`config.mk`:
```
export PLATFORM = sky130hd
export DESIGN_NAME = computer_run_ctrl_flat
export DESIGN_NICKNAME = d
export VERILOG_FILES = /design/src/rtl/computer_run_ctrl_if.sv /design/src/rtl/computer_run_ctrl.sv /design/src/flat_wrapper.sv
export SDC_FILE = /design/constraint.sdc
export NUM_CORES = 1
export LEC_CHECK = 0
export ABC_CLOCK_PERIOD_IN_PS = 2220
export CAP_MARGIN = 20
export CORE_MARGIN = 2
export CORE_UTILIZATION = 40
export CTS_CLUSTER_SIZE = 8
export DETAILED_ROUTE_END_ITERATION = 10
export HOLD_SLACK_MARGIN = 0.12
export PLACE_DENSITY = 0.81
export SLEW_MARGIN = 40
export SYNTH_ARGS = -nofsm -noshare
export SYNTH_HDL_FRONTEND = slang
export SYNTH_SLANG_ARGS = --single-unit
export TNS_END_PERCENT = 100
```
`constraint.sdc`:
```
create_clock -name i_clk_in -period 2.22 [get_ports i_clk_in]
set_input_delay 0.444 -clock i_clk_in [delete_from_list [all_inputs] [get_ports i_clk_in]]
set_output_delay 0.444 -clock i_clk_in [all_outputs]
set_load 0.02 [all_outputs]
```
`src/rtl/computer_run_ctrl_if.sv`:
```
// Control/status bundle between the top level (master) and the run controller (slave).
interface computer_run_ctrl_if #(
  parameter int ADDR_W  = 15,
  parameter int DATA_W  = 16,
  parameter int CYCLE_W = 32
);
  logic               load_start;
  logic               ld_valid;
  logic [DATA_W-1:0]  ld_data;
  logic               ld_last;
  logic               ld_ready;
  logic               cmd_run;
  logic               cmd_halt;
  logic               cmd_step;
  logic               bp_en;
  logic [ADDR_W-1:0]  bp_addr;
  logic [ADDR_W-1:0]  pc;
  logic               imem_we;
  logic [ADDR_W-1:0]  imem_waddr;
  logic [DATA_W-1:0]  imem_wdata;
  logic               cpu_reset;
  logic               cpu_en;
  logic [2:0]         state;
  logic               halted;
  logic               bp_hit;
  logic               load_ovf;
  logic [CYCLE_W-1:0] cycle_count;

  modport master (
    output load_start, ld_valid, ld_data, ld_last, cmd_run, cmd_halt, cmd_step,
           bp_en, bp_addr, pc,
    input  ld_ready, imem_we, imem_waddr, imem_wdata, cpu_reset, cpu_en,
           state, halted, bp_hit, load_ovf, cycle_count
  );

  modport slave (
    input  load_start, ld_valid, ld_data, ld_last, cmd_run, cmd_halt, cmd_step,
           bp_en, bp_addr, pc,
    output ld_ready, imem_we, imem_waddr, imem_wdata, cpu_reset, cpu_en,
           state, halted, bp_hit, load_ovf, cycle_count
  );
endinterface

```
`src/rtl/computer_run_ctrl.sv`:
```
// Hack run/debug controller: loads instruction memory, then gates the CPU for run/halt/step/breakpoint.
// Outputs decode from state; imem_we, ld_ready and the breakpoint cpu_en drop are same-cycle.
module computer_run_ctrl #(
  parameter int ADDR_W  = 15,
  parameter int DATA_W  = 16,
  parameter int CYCLE_W = 32
) (
  input logic                i_clk_in,
  input logic                i_reset,
  computer_run_ctrl_if.slave bus
);
  typedef enum logic [2:0] {
    S_IDLE = 3'd0,
    S_LOAD = 3'd1,
    S_CLR  = 3'd2,
    S_HALT = 3'd3,
    S_RUN  = 3'd4,
    S_STEP = 3'd5
  } state_t;

  localparam logic [ADDR_W-1:0]  ADDR_ONE  = {{(ADDR_W-1){1'b0}}, 1'b1};
  localparam logic [CYCLE_W-1:0] CYCLE_ONE = {{(CYCLE_W-1){1'b0}}, 1'b1};

  state_t             r_state, w_state_nxt;
  logic [ADDR_W-1:0]  r_waddr, w_waddr_nxt;
  logic               r_clr_to_run, w_clr_to_run_nxt;
  logic               r_resume, w_resume_nxt;
  logic               r_bp_hit, w_bp_hit_nxt;
  logic               r_load_ovf, w_load_ovf_nxt;
  logic [CYCLE_W-1:0] r_cycle;
  logic               w_cpu_en, w_cpu_reset, w_ld_ready, w_imem_we, w_clear_cnt;
  logic               w_bp_match, w_waddr_top;

  assign w_bp_match  = bus.bp_en && (bus.pc == bus.bp_addr);
  assign w_waddr_top = (r_waddr == {ADDR_W{1'b1}});

  always_comb begin
    w_state_nxt      = r_state;
    w_waddr_nxt      = r_waddr;
    w_clr_to_run_nxt = r_clr_to_run;
    w_resume_nxt     = 1'b0;
    w_bp_hit_nxt     = r_bp_hit;
    w_load_ovf_nxt   = r_load_ovf;
    w_cpu_en         = 1'b0;
    w_cpu_reset      = 1'b0;
    w_ld_ready       = 1'b0;
    w_imem_we        = 1'b0;
    w_clear_cnt      = 1'b0;
    case (r_state)
      S_IDLE: begin
        w_cpu_reset = 1'b1;
        if (bus.load_start) begin
          w_state_nxt    = S_LOAD;
          w_waddr_nxt    = '0;
          w_load_ovf_nxt = 1'b0;
        end else if (bus.cmd_run) begin
          w_state_nxt      = S_CLR;
          w_clr_to_run_nxt = 1'b1;
        end
      end
      S_LOAD: begin
        w_cpu_reset = 1'b1;
        w_ld_ready  = 1'b1;
        w_imem_we   = bus.ld_valid;
        if (bus.ld_valid) begin
          // The address counter saturates at the top so a runaway load never overwrites word 0.
          if (!w_waddr_top) w_waddr_nxt = r_waddr + ADDR_ONE;
          if (bus.ld_last) begin
            w_state_nxt      = S_CLR;
            w_clr_to_run_nxt = 1'b0;
          end else if (w_waddr_top) begin
            w_state_nxt      = S_CLR;
            w_clr_to_run_nxt = 1'b0;
            w_load_ovf_nxt   = 1'b1;
          end
        end
      end
      S_CLR: begin
        w_cpu_reset  = 1'b1;
        w_cpu_en     = 1'b1;
        w_clear_cnt  = 1'b1;
        w_bp_hit_nxt = 1'b0;
        w_state_nxt  = r_clr_to_run ? S_RUN : S_HALT;
      end
      S_HALT: begin
        if (bus.load_start) begin
          w_state_nxt    = S_LOAD;
          w_waddr_nxt    = '0;
          w_load_ovf_nxt = 1'b0;
        end else if (bus.cmd_step) begin
          w_state_nxt = S_STEP;
        end else if (bus.cmd_run) begin
          w_state_nxt  = S_RUN;
          w_resume_nxt = 1'b1;
        end
      end
      S_STEP: begin
        w_cpu_en    = 1'b1;
        w_state_nxt = S_HALT;
      end
      S_RUN: begin
        w_cpu_en = 1'b1;
        // First cycle after resuming from HALT ignores the breakpoint so execution can leave bp_addr.
        if (bus.cmd_halt) begin
          w_state_nxt = S_HALT;
        end else if (w_bp_match && !r_resume) begin
          w_cpu_en     = 1'b0;
          w_bp_hit_nxt = 1'b1;
          w_state_nxt  = S_HALT;
        end
      end
      default: w_state_nxt = S_IDLE;
    endcase
  end

  always_ff @(posedge i_clk_in) begin
    if (i_reset) begin
      r_state      <= S_IDLE;
      r_waddr      <= '0;
      r_clr_to_run <= 1'b0;
      r_resume     <= 1'b0;
      r_bp_hit     <= 1'b0;
      r_load_ovf   <= 1'b0;
    end else begin
      r_state      <= w_state_nxt;
      r_waddr      <= w_waddr_nxt;
      r_clr_to_run <= w_clr_to_run_nxt;
      r_resume     <= w_resume_nxt;
      r_bp_hit     <= w_bp_hit_nxt;
      r_load_ovf   <= w_load_ovf_nxt;
    end
  end

  always_ff @(posedge i_clk_in) begin
    if (i_reset || w_clear_cnt) begin
      r_cycle <= '0;
    end else if (w_cpu_en && !w_cpu_reset && (r_cycle != {CYCLE_W{1'b1}})) begin
      r_cycle <= r_cycle + CYCLE_ONE;
    end
  end

  assign bus.ld_ready    = w_ld_ready;
  assign bus.imem_we     = w_imem_we;
  assign bus.imem_waddr  = r_waddr;
  assign bus.imem_wdata  = bus.ld_data;
  assign bus.cpu_reset   = w_cpu_reset;
  assign bus.cpu_en      = w_cpu_en;
  assign bus.state       = r_state;
  assign bus.halted      = (r_state == S_HALT);
  assign bus.bp_hit      = r_bp_hit;
  assign bus.load_ovf    = r_load_ovf;
  assign bus.cycle_count = r_cycle;
endmodule
```
`src/flat_wrapper.sv`:
```
// flat-port wrapper written by rule: the top's interface ports become plain ports
module computer_run_ctrl_flat 
#(
  parameter int ADDR_W  = 15,
  parameter int DATA_W  = 16,
  parameter int CYCLE_W = 32
)
  (i_clk_in, i_reset, bus_load_start, bus_ld_valid, bus_ld_data, bus_ld_last, bus_cmd_run, bus_cmd_halt, bus_cmd_step, bus_bp_en, bus_bp_addr, bus_pc, bus_ld_ready, bus_imem_we, bus_imem_waddr, bus_imem_wdata, bus_cpu_reset, bus_cpu_en, bus_state, bus_halted, bus_bp_hit, bus_load_ovf, bus_cycle_count);
  computer_run_ctrl_if #(.ADDR_W(ADDR_W), .DATA_W(DATA_W), .CYCLE_W(CYCLE_W)) bus_i ();
  input logic i_clk_in;
  input logic i_reset;
  input wire logic [$bits(bus_i.load_start)-1:0] bus_load_start;
  input wire logic [$bits(bus_i.ld_valid)-1:0] bus_ld_valid;
  input wire logic [$bits(bus_i.ld_data)-1:0] bus_ld_data;
  input wire logic [$bits(bus_i.ld_last)-1:0] bus_ld_last;
  input wire logic [$bits(bus_i.cmd_run)-1:0] bus_cmd_run;
  input wire logic [$bits(bus_i.cmd_halt)-1:0] bus_cmd_halt;
  input wire logic [$bits(bus_i.cmd_step)-1:0] bus_cmd_step;
  input wire logic [$bits(bus_i.bp_en)-1:0] bus_bp_en;
  input wire logic [$bits(bus_i.bp_addr)-1:0] bus_bp_addr;
  input wire logic [$bits(bus_i.pc)-1:0] bus_pc;
  output wire logic [$bits(bus_i.ld_ready)-1:0] bus_ld_ready;
  output wire logic [$bits(bus_i.imem_we)-1:0] bus_imem_we;
  output wire logic [$bits(bus_i.imem_waddr)-1:0] bus_imem_waddr;
  output wire logic [$bits(bus_i.imem_wdata)-1:0] bus_imem_wdata;
  output wire logic [$bits(bus_i.cpu_reset)-1:0] bus_cpu_reset;
  output wire logic [$bits(bus_i.cpu_en)-1:0] bus_cpu_en;
  output wire logic [$bits(bus_i.state)-1:0] bus_state;
  output wire logic [$bits(bus_i.halted)-1:0] bus_halted;
  output wire logic [$bits(bus_i.bp_hit)-1:0] bus_bp_hit;
  output wire logic [$bits(bus_i.load_ovf)-1:0] bus_load_ovf;
  output wire logic [$bits(bus_i.cycle_count)-1:0] bus_cycle_count;
  assign bus_i.load_start = bus_load_start;
  assign bus_i.ld_valid = bus_ld_valid;
  assign bus_i.ld_data = bus_ld_data;
  assign bus_i.ld_last = bus_ld_last;
  assign bus_i.cmd_run = bus_cmd_run;
  assign bus_i.cmd_halt = bus_cmd_halt;
  assign bus_i.cmd_step = bus_cmd_step;
  assign bus_i.bp_en = bus_bp_en;
  assign bus_i.bp_addr = bus_bp_addr;
  assign bus_i.pc = bus_pc;
  assign bus_ld_ready = bus_i.ld_ready;
  assign bus_imem_we = bus_i.imem_we;
  assign bus_imem_waddr = bus_i.imem_waddr;
  assign bus_imem_wdata = bus_i.imem_wdata;
  assign bus_cpu_reset = bus_i.cpu_reset;
  assign bus_cpu_en = bus_i.cpu_en;
  assign bus_state = bus_i.state;
  assign bus_halted = bus_i.halted;
  assign bus_bp_hit = bus_i.bp_hit;
  assign bus_load_ovf = bus_i.load_ovf;
  assign bus_cycle_count = bus_i.cycle_count;
  computer_run_ctrl #(.ADDR_W(ADDR_W), .DATA_W(DATA_W), .CYCLE_W(CYCLE_W)) u_core (.i_clk_in(i_clk_in), .i_reset(i_reset), .bus(bus_i));
endmodule
```
### Cells colored by class, run 1

Scale: 6 px per um.
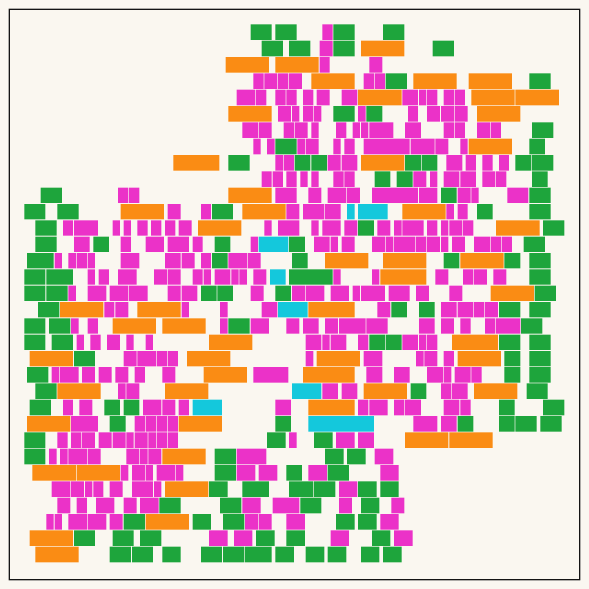
Key: cyan = clock drivers and dummy loads [cells 8, share of their area 2.5%]; orange = flops [cells 54, share of their area 24%]; green = other buffers and delay cells [cells 134, share of their area 28%]; magenta = all other logic [cells 320, share of their area 45%]

### Pin placement, run 1

Scale: 4 px per um. Pins as bars across the die edge, other pins in gray.
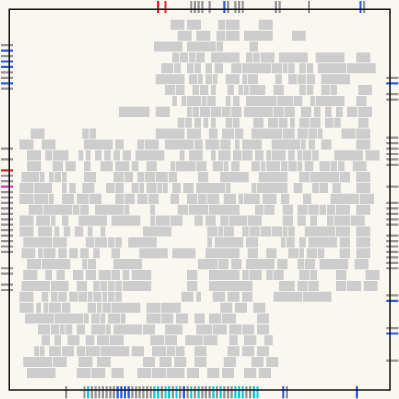
Key: cyan = `bus_bp_addr` [pins 15, direction input, edge south]; red = `bus_state` [pins 3, direction output, edge 2 north, 1 west]; blue = `bus_ld_data` [pins 16, direction input, edge 7 south, 4 west, 3 east, 2 north]; magenta = `bus_load_start` [pins 1, direction input, edge west]

### Clock routing, run 1

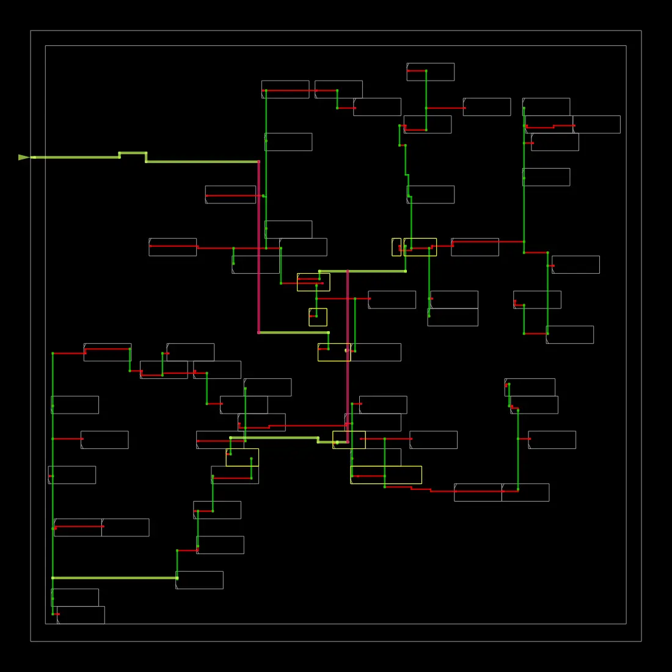
Max Clock Skew: 10.5 ps
FF+latch count: 54

==> results_tabular.tex, run 1 <==
% Auto-generated results table
\begin{tabular}{lr}
\hline
Metric & Value \\
\hline
\multicolumn{2}{l}{\textbf{Logic synthesis}} \\
\quad Instance tally after logic synthesis & 418 \\
\quad Top cell types by occurrence after synthesis & dfxtp\_1 (54), nor2\_1 (31), a21oi\_1 (30), nand2\_1 (29), or3\_1 (24) \\
\quad Total cells reported by yosys after synthesis & roughly 420 \\
\quad Synth Area per Inst & between 7 and 8 sq um \\
\quad Yosys top cell by instances & dfxtp\_1 \\
\quad Cell area after synthesis & roughly 3300 sq um \\
\quad Synth Flop Type & dfxtp\_1 \\
\quad Post-Syn Nets & around 480 \\
\quad Share of synthesized registers carrying an async set or reset & 0\% \\
\quad Number of synthesized register bits & 54 \\
\multicolumn{2}{l}{\textbf{Layout}} \\
\quad Area of all placed cells without fillers & about 4600 sq um \\
\quad Layout Nets & about 570 \\
\quad Area added between synthesis and finish & 39.1\% \\
\quad Register area & between 1000 and 1500 sq um \\
\quad Area used by multi-input combinational logic & $\sim$2000 sq um \\
\quad Number of antenna diodes & 0 \\
\quad Share of layout cells above drive strength 1 & $\sim$16\% \\
\multicolumn{2}{l}{\textbf{Setup path}} \\
\quad R2R setup slack & about 100 ps \\
\quad Worst Setup End Kind & primary output \\
\quad Startpoint type of the worst setup path & input port \\
\quad Data arrival, critical path & about 1800 ps \\
\multicolumn{2}{l}{\textbf{Clocking}} \\
\quad Clock transition at path regs & approximately 90 ps \\
\quad Late-Pin Clk Latency & around 310 ps \\
\quad Number of buffers inserted during clock tree synthesis & 5 \\
\multicolumn{2}{l}{\textbf{Placement}} \\
\quad Post-detailed-placement cell area & about 4400 sq um \\
\multicolumn{2}{l}{\textbf{Power and ir drop}} \\
\quad Total power of the final layout & roughly 2.2 mW \\
\quad Leakage power total & approximately 1.7 nW \\
\quad Switching power & a little over 0.6 mW \\
\quad Peak supply drop & about 0.00033 V \\
\multicolumn{2}{l}{\textbf{Timing}} \\
\quad Final setup violating endpoints & 1 \\
\quad Minimum period implied by the final worst setup slack & between 2000 and 2500 ps \\
\quad Max-slew violation count & 0 \\
\quad Slew at the pin with the worst max-slew slack & between 300 and 400 ps \\
\quad Final hold violations & 0 \\
\quad Min setup slack post-route & -54.6 ps \\
\multicolumn{2}{l}{\textbf{Routing}} \\
\quad Total via count in the routed design & approximately 3500 \\
\quad Remaining antenna violation count after routing & 0 \\
\multicolumn{2}{l}{\textbf{Global route}} \\
\quad Number of antenna violations at the first check in global routing & 0 \\
\quad Pin count of the biggest net entering global routing & 37 \\
\quad GRT Resource Usage Total & between 20\% and 30\% \\
\quad Number of global-route vias before repair & 3238 \\
\multicolumn{2}{l}{\textbf{Flow run}} \\
\quad Count of max-cap constraint violations & 0 \\
\multicolumn{2}{l}{\textbf{Status}} \\
\quad Run status & complete, but fails checks \\
\quad Violations in the final reports & negative setup slack \\
\multicolumn{2}{l}{\textbf{Floorplanning}} \\
\quad X dimension of the die & $\sim$95 um \\
\quad Core footprint & about 8100 sq um \\
\quad Starting Density & between 40\% and 50\% \\
\quad Number of standard-cell rows in the floorplan & 33 \\
\quad Io pins & roughly 130 \\
\multicolumn{2}{l}{\textbf{Worst hold path}} \\
\quad Type of the most critical hold path & flop to flop \\
\hline
\end{tabular}
[run 1: how the worst max path moves through the flow]
stage | startpoint | endpoint | slack, ps
2_1_floorplan | bus_bp_addr[13] | bus_cpu_en | -0.06
3_3_place_gp | bus_bp_addr[13] | bus_cpu_en | -450
3_5_place_dp | bus_pc[5] | bus_cpu_en | -520
4_1_cts | bus_pc[1] | bus_cpu_en | -40
5_1_grt | bus_bp_addr[13] | bus_cpu_en | -140
6_report | bus_bp_addr[12] | bus_cpu_en | -50
[run 1: power by group through the flow]
stage	registers, mW	clock network (mW)	logic, mW
6_report	1.01	0.662	0.491
5_1_grt	1.02	0.715	0.535
4_1_cts	1.01	0.673	0.490
3_5_place_dp	1.03	0	0.495
3_3_place_gp	1.03	0	0.486
2_1_floorplan	1.05	0	0.311
[run 1: critical path, stage by stage]
cell	delay, ps
clkdlybuf4s50_1	470
xnor2_1	120
nand4_1	130
nor4_2	300
a21o_1	180
nand2_1	70
buf_6	130
[run 1: area by class of cell]
| class | instances | area share, % |
|---|---|---|
| Clock buffer | 6 | 1.58 |
| Clock inverter | 2 | 0.818 |
| Inverter | 6 | 0.491 |
| Multi-Input combinational cell | 314 | 43.4 |
| Sequential cell | 54 | 23.8 |
| Tap cell | 105 | 2.86 |
| Timing Repair Buffer | 134 | 27.1 |
[run 1: metal layers]
layer / vias to the layer above / global-route usage [%] / wire length, um
li1: 1723 / - / -
met1: 1615 / 25.2 / 3810
met2: 121 / 35.0 / 4620
met3: 13 / 4.63 / 598
met4: 0 / 6.76 / 110
met5: - / 0 / 0
[run 1: through the flow]
| step | setup TNS [ps] | util, % | std cells |
|---|---|---|---|
| floorplan | -0.0631 | - | 418 |
| global placement | -2540 | 54.9 | 613 |
| detailed placement | -4740 | 54.9 | 613 |
| CTS | -44.0 | 56.2 | 622 |
| global route | -138 | 56.7 | 621 |
| finish | -54.6 | 56.7 | 621 |
[run 1: kinds of logic after synthesis]
logic type	after synthesis	synth area share, %
adders and majority gates	2	0.758
AOI/OAI and AO/OA	80	14.4
and+or+nand+nor	201	35.0
buffers and inverters	50	8.57
DFF	54	32.8
xor gates and xnor gates	26	6.90
muxes	5	1.55
[run 1: sequential cells by signal, summed over array words and instances, names as in the netlist]
name / count
u_core.r_resume: 1
u_core.r_clr_to_run: 1
u_core.bus.bp_hit: 1
u_core.bus.imem_waddr: 15
u_core.bus.cycle_count: 32
u_core.bus.state: 3
u_core.bus.load_ovf: 1
[run 1: repair_timing]
action,in CTS,in global routing
setup buffers,1,0
pin swaps,13,5
setup endpoints to repair,2,11
resized,30,21
[run 1: cells in the final DEF (no fill, tap or decap), types with 16 or more instances in the layout]
cell	instances
or3_1	23
dfxtp_1	48
dlygate4sd2_1	20
a21oi_1	29
nand3_1	22
nand4_1	23
nor2_1	31
buf_4	38
o21ai_0	23
xnor2_1	16
nand2_1	29
clkdlybuf4s50_1	70
==> run 2: changes to the inputs <==
--- a/config.mk
+++ b/config.mk
@@ -13,6 +13,7 @@
 export DETAILED_ROUTE_END_ITERATION = 10
 export HOLD_SLACK_MARGIN = 0.12
 export PLACE_DENSITY = 0.81
+export SKIP_CTS_REPAIR_TIMING = 1
 export SLEW_MARGIN = 40
 export SYNTH_ARGS = -nofsm -noshare
 export SYNTH_HDL_FRONTEND = slang
==> run 2 against run 1 <==
Compared with the run above:
- the flow still finishes with violations (negative setup slack)
- first-iteration DRC count shrank 11%
- count of clock-buffer cells in the layout stayed put
- setup slack lost 22 ps
- critical path type unchanged
==> results_tabular.tex, run 2 <==
% Auto-generated results table
\begin{tabular}{lr}
\hline
Metric & Value \\
\hline
\multicolumn{2}{l}{\textbf{Routing}} \\
\quad Remaining antenna violation count after routing & 0 \\
\quad Total via count in the routed design & $\sim$3500 \\
\multicolumn{2}{l}{\textbf{Layout}} \\
\quad Number of flip-flops under the largest register name & 32 \\
\quad Number of standard cells in the layout, taps in and fillers out & between 600 and 700 \\
\quad Share of layout cells above drive strength 1 & between 10\% and 20\% \\
\quad Dominant logic cell type in the layout & clkdlybuf4s50\_1 \\
\quad Number of antenna diodes & 0 \\
\quad Area added between synthesis and finish & 41.1\% \\
\quad Layout Nets & 573 \\
\multicolumn{2}{l}{\textbf{Logic synthesis}} \\
\quad Post-Syn Nets & 475 \\
\quad Cell area after synthesis & 3300 sq um \\
\quad Top cell types by occurrence after synthesis & dfxtp\_1 (54), nor2\_1 (31), a21oi\_1 (30), nand2\_1 (29), or3\_1 (24) \\
\quad Post-synthesis simple-gate area fraction & a little over a third \\
\quad XOR-XNOR Cells, Area Fraction & roughly 6.9\% \\
\quad Number of synthesized register bits & $\sim$54 \\
\quad Synth Area per Inst & around 7.9 sq um \\
\quad Top non-seq family & simple AND/OR/NAND/NOR gates \\
\quad Instance tally after logic synthesis & between 400 and 500 \\
\quad And-or/or-and share of the synthesized area & 14.4\% \\
\quad Yosys top cell by instances & dfxtp\_1 \\
\multicolumn{2}{l}{\textbf{Timing}} \\
\quad Setup total negative slack & -76.2 ps \\
\quad Max Clock Skew & 15.0 ps \\
\quad Final setup violating endpoints & 1 \\
\quad Final hold violations & 0 \\
\quad Slew at the pin with the worst max-slew slack & about 380 ps \\
\quad Min setup slack post-route & -76.2 ps \\
\multicolumn{2}{l}{\textbf{Setup path}} \\
\quad Startpoint type of the worst setup path & input port \\
\quad Cells traversed along the worst timing path & clkdlybuf4s50\_1, nor2b\_2, nand4\_1, nor4\_2, a21o\_1, nand2\_1, buf\_6 \\
\quad Worst Setup End Kind & primary output \\
\quad Data arrival, critical path & about 1900 ps \\
\quad Largest stage delay on the critical path & roughly 450 ps \\
\quad Crit path max-delay family & simple AND/OR/NAND/NOR gates \\
\multicolumn{2}{l}{\textbf{Floorplanning}} \\
\quad Number of standard-cell rows in the floorplan & 33 \\
\quad Core footprint & between 8000 and 9000 sq um \\
\quad X dimension of the die & $\sim$95 um \\
\quad Io pins & between 100 and 150 \\
\multicolumn{2}{l}{\textbf{Status}} \\
\quad Run status & complete, but fails checks \\
\quad Violations in the final reports & negative setup slack \\
\multicolumn{2}{l}{\textbf{Power and ir drop}} \\
\quad Leakage power total & between 1.5 and 2 nW \\
\multicolumn{2}{l}{\textbf{Global route}} \\
\quad Number of global-route vias before repair & roughly 3200 \\
\quad Pin count of the biggest net entering global routing & 37 \\
\multicolumn{2}{l}{\textbf{Worst hold path}} \\
\quad Type of the most critical hold path & flop to flop \\
\multicolumn{2}{l}{\textbf{Clocking}} \\
\quad Number of buffers inserted during clock tree synthesis & 5 \\
\quad Clock transition at path regs & 90 ps \\
\quad Late-Pin Clk Latency & 310 ps \\
\hline
\end{tabular}
run 2: cell counts after synthesis:
Identical to the previous run, type by type.
run 2: tightest hold or removal path: cells and delay by family (launching register included):
kind,cells,cell delay [ps]
flops,1,330
compound gates,1,60
simple gates,1,70
run 2: power groups by stage:
stage	registers, mW	clock network, mW	logic, mW
5_1_grt	1.01	0.715	0.540
3_3_place_gp	1.03	0	0.486
4_1_cts	1.01	0.673	0.498
2_1_floorplan	1.05	0	0.311
3_5_place_dp	1.03	0	0.495
6_report	1.01	0.665	0.498
run 2: layer usage:
layer	vias to the layer above	track usage, %	routed length [um]	share of wire, %
li1	1719	-	-	-
met1	1621	25.0	3900	42
met2	113	35.5	4590	50
met3	17	4.63	547	6.0
met4	0	6.28	151	1.6
met5	-	0	0	0
run 2: logic make-up after synthesis:
| group | after synthesis |
|---|---|
| and+or+nand+nor | 201 |
| AOI/OAI and AO/OA | 80 |
| DFF | 54 |
| buffers and inverters | 50 |
| xor gates and xnor gates | 26 |
| muxes | 5 |
| adders and majority gates | 2 |
run 2: path summary, 6_finish.rpt:
check,start,to,slack [ps],cells after the start
min,u_core.bus.bp_hit$_SDFFE_PP0P_,u_core.bus.bp_hit$_SDFFE_PP0P_,490,2
max reg2reg,u_core.bus.cycle_count[17]$_SDFFE_PP0P_,u_core.bus.cycle_count[27]$_SDFFE_PP0P_,100,6
max,bus_bp_en,bus_cpu_en,-80,7
min reg2reg,u_core.bus.bp_hit$_SDFFE_PP0P_,u_core.bus.bp_hit$_SDFFE_PP0P_,490,2
run 2: cell type report:
cell class	count	area (sq um)
inverters	6	22.5
clock buffers	6	72.6
flip-flops and latches	54	1090
multi-input cells	314	1980
repair buffers	135	1330
well taps	105	131
clock inverters	2	37.5
fillers	738	3440
run 2: stage by stage:
step | setup slack (ps) | power [mW] | instance area [sq um] | util (%)
2_1_floorplan | -0.0631 | 1.36 | 3310 | -
3_3_place_gp | -451 | 1.52 | 4440 | 54.9
3_5_place_dp | -517 | 1.53 | 4440 | 54.9
4_1_cts | -523 | 2.18 | 4550 | 56.2
5_1_grt | -155 | 2.27 | 4660 | 57.5
6_report | -76.2 | 2.17 | 4660 | 57.5
### Met4 routing, run 2

Scale: 4 px per um. Supply wires on this layer in gray.
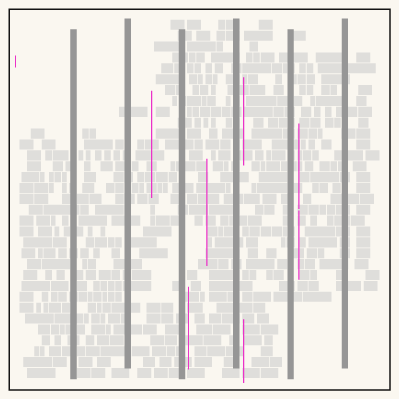
The longest straight run is 26.5 um. 8 nets have wire on it. The wires run mostly vertical. The layer carries 152 um of wire.

No activity file was given, so power comes from the tool's default toggle rates.
